**config.mk**
```make
export PLATFORM = sky130hd
export DESIGN_NAME = mac_stream_engine
export DESIGN_NICKNAME = d
export VERILOG_FILES = /design/src/rtl/mac_stream_engine.sv
export SDC_FILE = /design/constraint.sdc
export NUM_CORES = 1
export LEC_CHECK = 0
export ABC_AREA = 1
export CORE_MARGIN = 2
export CORE_UTILIZATION = 45
export CTS_CLUSTER_DIAMETER = 150
export DETAILED_ROUTE_END_ITERATION = 12
export PLACE_DENSITY = 0.66
export SKIP_LAST_GASP = 1
export SYNTH_ARGS = -nofsm -noshare
export SYNTH_HDL_FRONTEND = slang
export SYNTH_SLANG_ARGS = --single-unit
```
**constraint.sdc**
```tcl
create_clock -name clk -period 8.8 [get_ports clk]
set_input_delay 2.2 -clock clk [delete_from_list [all_inputs] [get_ports clk]]
set_output_delay 2.2 -clock clk [all_outputs]
set_load 0.005 [all_outputs]
```
**src/rtl/mac_stream_engine.sv**
```systemverilog
// mac_stream_engine
//   Streaming multiply-accumulate engine. A job is opened with a start pulse
//   in IDLE, which latches the vector length and operand signedness. Operand
//   pairs then arrive over a valid/ready handshake and their products are
//   accumulated. With SAT=1 the sum clamps on overflow; with SAT=0 it wraps.
//   The result is held on a valid/ready output until it is consumed.
//
// Ports
//   clk          rising-edge clock
//   reset        synchronous active-high reset
//   start        job start pulse (honoured in IDLE only)
//   vec_len      products per job, sampled on accepted start
//   signed_mode  1 = two's-complement operands, sampled on accepted start
//   a_in, b_in   operand pair
//   in_valid     operand pair valid
//   in_ready     engine accepts a pair (RUN)
//   out_data     accumulated result
//   out_valid    result valid (DONE)
//   out_ready    consumer accepts result
//   overflow     sticky overflow for the current job
//   busy         high in RUN and DONE
//   count        pairs accepted in the current job
module mac_stream_engine #(
  parameter int DW   = 8,
  parameter int ACCW = 22,
  parameter int CW   = 8,
  parameter bit SAT  = 1'b1
) (
  input  logic            clk,
  input  logic            reset,
  input  logic            start,
  input  logic [CW-1:0]   vec_len,
  input  logic            signed_mode,
  input  logic [DW-1:0]   a_in,
  input  logic [DW-1:0]   b_in,
  input  logic            in_valid,
  output logic            in_ready,
  output logic [ACCW-1:0] out_data,
  output logic            out_valid,
  input  logic            out_ready,
  output logic            overflow,
  output logic            busy,
  output logic [CW-1:0]   count
);

  typedef enum logic [1:0] {
    S_IDLE = 2'd0,
    S_RUN  = 2'd1,
    S_DONE = 2'd2
  } state_t;

  state_t r_state;
  state_t w_state_nxt;

  logic [ACCW-1:0] r_acc;
  logic [ACCW-1:0] r_out_data;
  logic [CW-1:0]   r_count;
  logic [CW-1:0]   r_len;
  logic            r_mode;
  logic            r_ovf;

  logic                   w_hs;
  logic                   w_last;
  logic                   w_start_ok;
  logic [2*DW-1:0]        w_prod_u;
  logic signed [2*DW-1:0] w_prod_s;
  logic [ACCW-1:0]        w_prod_ext;
  logic [ACCW:0]          w_sum;
  logic                   w_ovf_u;
  logic                   w_ovf_s;
  logic                   w_ovf;
  logic [ACCW-1:0]        w_clamp;
  logic [ACCW-1:0]        w_acc_nxt;

  // ---------------------------------------------------------------------------
  // Control FSM
  // ---------------------------------------------------------------------------
  always_ff @(posedge clk) begin
    if (reset) begin
      r_state <= S_IDLE;
    end else begin
      r_state <= w_state_nxt;
    end
  end

  always_comb begin
    w_state_nxt = r_state;
    in_ready    = 1'b0;
    busy        = 1'b0;
    out_valid   = 1'b0;
    case (r_state)
      S_IDLE: begin
        if (start) begin
          w_state_nxt = (vec_len == '0) ? S_DONE : S_RUN;
        end
      end
      S_RUN: begin
        in_ready = 1'b1;
        busy     = 1'b1;
        if (w_hs && w_last) begin
          w_state_nxt = S_DONE;
        end
      end
      S_DONE: begin
        busy      = 1'b1;
        out_valid = 1'b1;
        if (out_ready) begin
          w_state_nxt = S_IDLE;
        end
      end
      default: w_state_nxt = S_IDLE;
    endcase
  end

  assign w_hs       = in_valid && (r_state == S_RUN);
  assign w_last     = (r_count == r_len - CW'(1));
  assign w_start_ok = start && (r_state == S_IDLE);

  // ---------------------------------------------------------------------------
  // Arithmetic
  // ---------------------------------------------------------------------------
  // Both products are formed at full 2*DW width so neither relies on
  // context-determined expression sizing.
  assign w_prod_u = {{DW{1'b0}}, a_in} * {{DW{1'b0}}, b_in};
  assign w_prod_s = $signed({{DW{a_in[DW-1]}}, a_in}) * $signed({{DW{b_in[DW-1]}}, b_in});

  // The size cast on the signed product sign-extends to ACCW.
  assign w_prod_ext = r_mode ? ACCW'(w_prod_s) : ACCW'(w_prod_u);

  assign w_sum   = {1'b0, r_acc} + {1'b0, w_prod_ext};
  assign w_ovf_u = w_sum[ACCW];
  assign w_ovf_s = (r_acc[ACCW-1] == w_prod_ext[ACCW-1]) &&
                   (w_sum[ACCW-1] != r_acc[ACCW-1]);
  assign w_ovf   = r_mode ? w_ovf_s : w_ovf_u;

  // The direction of a signed overflow follows the common sign of the addends.
  always_comb begin
    w_clamp = '1;
    if (r_mode) begin
      w_clamp = r_acc[ACCW-1] ? {1'b1, {(ACCW-1){1'b0}}} : {1'b0, {(ACCW-1){1'b1}}};
    end
  end

  assign w_acc_nxt = (SAT && w_ovf) ? w_clamp : w_sum[ACCW-1:0];

  // ---------------------------------------------------------------------------
  // Datapath registers
  // ---------------------------------------------------------------------------
  always_ff @(posedge clk) begin
    if (reset) begin
      r_acc      <= '0;
      r_out_data <= '0;
      r_count    <= '0;
      r_len      <= '0;
      r_mode     <= 1'b0;
      r_ovf      <= 1'b0;
    end else if (w_start_ok) begin
      r_acc   <= '0;
      r_count <= '0;
      r_ovf   <= 1'b0;
      r_len   <= vec_len;
      r_mode  <= signed_mode;
      if (vec_len == '0) begin
        r_out_data <= '0;
      end
    end else if (w_hs) begin
      r_acc   <= w_acc_nxt;
      r_count <= r_count + CW'(1);
      r_ovf   <= r_ovf | w_ovf;
      if (w_last) begin
        r_out_data <= w_acc_nxt;
      end
    end
  end

  assign out_data = r_out_data;
  assign overflow = r_ovf;
  assign count    = r_count;

endmodule

```
### Drive-strength map

Drawn at 3 px/µm.
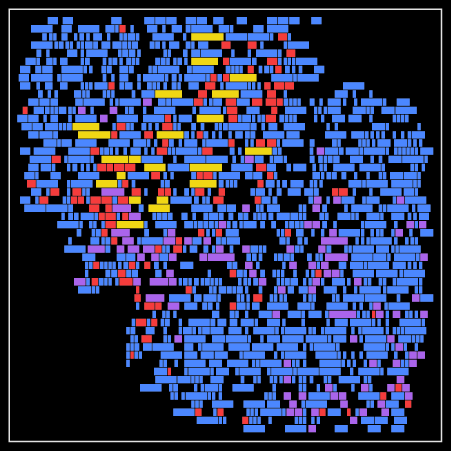
[drive 6 and up] yellow | cells: 21 | share: 1.6%
[drive 3 to 4] purple | cells: 100 | share: 7.5%
[drive 2] red | cells: 114 | share: 8.5%
[drive 1 or less] blue | cells: 1103 | share: 82%

### Logic cells by family

Drawn at 3 px/µm.
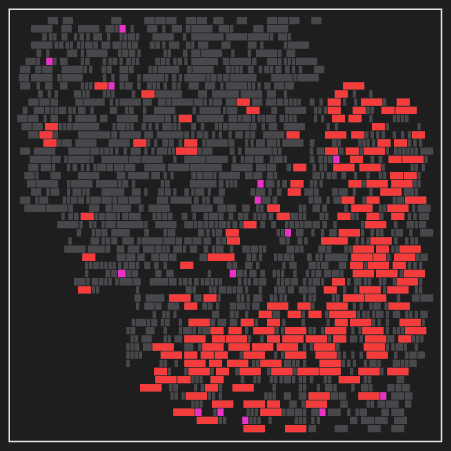
[adder and majority cells] red | cells: 168
[AND and OR gates] magenta | cells: 14

==> impl_metrics.env <==
# source this file to load flow results
export IMPL_r2r_end="out_data[5]"
export IMPL_hold_start="out_data[8]"
export IMPL_layout_top_cell="inv_1"
export IMPL_die_x_um=144
export IMPL_cts_made_buffers=9
export IMPL_syn_inst=1213
export IMPL_rr_worst_depth=16
export IMPL_crit_path_frequent_cell="nand2_1"
export IMPL_grt_start_max_net_pins=35
export IMPL_cts_hold_buf=0
export IMPL_critical_path_buf_inv_count=7
export IMPL_place_hpwl_um=16800
export IMPL_irDropWorstVdd_mv=0.125
export IMPL_cts_root_buffer="clkbuf_16"
export IMPL_pwr_share_clk_pct=15.6
export IMPL_status="complete, no violations"
export IMPL_port_buffers=63
export IMPL_rrSetupSlack_ns=5.04
export IMPL_drive_above_1_share_pct=17.6
export IMPL_setup_viol=0
export IMPL_ys_area_um2=8770
export IMPL_max_cap_violations=0
export IMPL_avgSynthCellArea_um2=7.23
export IMPL_ys_seq_share_pct=14.6
export IMPL_relSlewSlack_pct=37.9
export IMPL_synth_cell_area_um2=8770
export IMPL_critPathSlowestCell="fa_1"
export IMPL_switching_share_pct=46.8
export IMPL_ys_ff=64
export IMPL_edf_count=0
export IMPL_p_int_mw=1.41
export IMPL_p_comb_share_pct=72.1
### Nets reached from selected ports

Drawn at 2 px/µm.
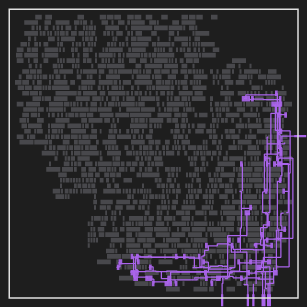
[a_in] purple | bits: 8 | direction: input | end cells: 72 | buffers: 22 | wire: 1350 µm

### Ports around the boundary

Drawn at 3 px/µm. Pins as bars across the die edge, other pins in gray.
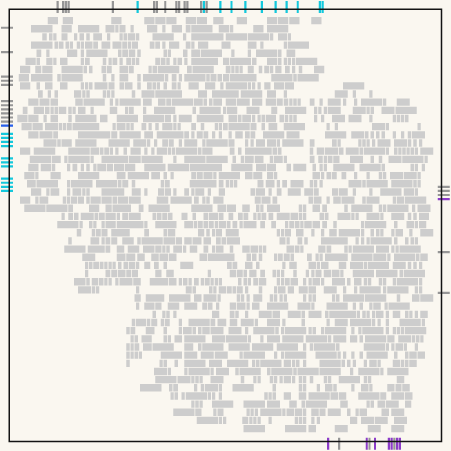
[busy] blue | pins: 1 | direction: output | edge: west
[a_in] purple | pins: 8 | direction: input | edge: 7 south, 1 east
[out_data] cyan | pins: 22 | direction: output | edge: 11 west, 11 north
all pins by edge: 25 north, 23 west, 10 south, 6 east

layout make-up:
class,instances,area (µm²)
fillers,1834,8520
well taps,265,332
clock inverters,6,116
inverters,292,1100
repair buffers,152,1410
flip-flops and latches,64,1280
clock buffers,10,229
multi-input cells,814,6280
synth_stat cells, types with 4 or more instances:
| cell type | number | area (µm²) |
|---|---|---|
| nand2_4 | 7 | 78.8 |
| nand3_1 | 30 | 150 |
| o21ai_1 | 24 | 120 |
| xnor2_1 | 12 | 105 |
| o21ai_0 | 26 | 130 |
| xor2_1 | 20 | 175 |
| ha_1 | 82 | 1030 |
| dfxtp_1 | 64 | 1280 |
| nand3_2 | 25 | 250 |
| a21oi_1 | 55 | 275 |
| a21oi_2 | 24 | 210 |
| fa_1 | 86 | 1720 |
| nand2_2 | 34 | 213 |
| nand2_1 | 228 | 856 |
| nor2_1 | 89 | 334 |
| nand4_1 | 6 | 37.5 |
| nor3_1 | 4 | 20.0 |
| buf_6 | 4 | 45.0 |
| clkbuf_1 | 33 | 124 |
| nor4_1 | 4 | 25.0 |
| o21bai_1 | 9 | 67.6 |
| inv_1 | 286 | 1070 |
| or2_2 | 11 | 68.8 |
| a211oi_1 | 7 | 52.6 |
kinds of logic (layout without fill, tap and decap cells):
| kind of cell | Yosys count | count (layout) |
|---|---|---|
| simple gates | 451 | 451 |
| buf+inv | 335 | 460 |
| fa+ha+maj | 168 | 168 |
| compound gates | 163 | 163 |
| flops | 64 | 64 |
| xor+xnor | 32 | 32 |
worst max-delay path by stage:
stage                     cells past startpoint  slack (ns)      endpoint    start
after floorplan                              43        0.49      r_acc[4]  b_in[7]
after global placement                       45       -0.13  out_data[21]  b_in[7]
after detailed placement                     44       -0.18   out_data[8]  b_in[7]
after CTS                                    44        0.13  out_data[14]  b_in[7]
after global routing                         45      -0.009  out_data[14]  b_in[1]
final                                        43        0.44   out_data[5]  b_in[1]
power groups by stage:
stage	Sequential [mW]	Combinational, mW	Clock [mW]
final	0.326	1.92	0.414
after global routing	0.328	2.20	0.429
after CTS	0.325	1.86	0.418
after detailed placement	0.331	1.85	0
after global placement	0.331	1.83	0
after floorplan	0.327	1.34	0
metal layers:
metal	share of wire [%]	global-route usage, %	up-vias
li1	-	-	3935
met1	46	27.7	3603
met2	50	37.9	119
met3	3.0	2.27	31
met4	1.6	3.77	0
met5	0	0	-
state kept, by name, indices dropped and copies added, names as in the netlist:
| signal | cells |
|---|---|
| count | 8 |
| out_data | 22 |
| overflow | 1 |
| r_acc | 22 |
| r_len | 8 |
| r_mode | 1 |
| r_state | 2 |
worst min-delay path, cell delays in order (launching register included):
cell and delay (ns):
dfxtp_1 0.30, nand2_1 0.07, a21oi_2 0.05
through the flow:
stage          total power, mW  worst slack, ns  TNS (ns)
6_report                  2.66            0.444         0
5_1_grt                   2.96         -0.00906  -0.00906
4_1_cts                   2.61            0.127         0
3_5_place_dp              2.18           -0.179     -6.80
3_3_place_gp              2.16           -0.129     -3.82
2_1_floorplan             1.66            0.490         0
timing repair:
item                       4_1_cts  5_1_grt
buffers inserted                 0        2
setup endpoints to repair        0       45
hold endpoints to repair         0        0
gates resized                    0       37
No activity file was given, so power comes from the tool's default toggle rates.
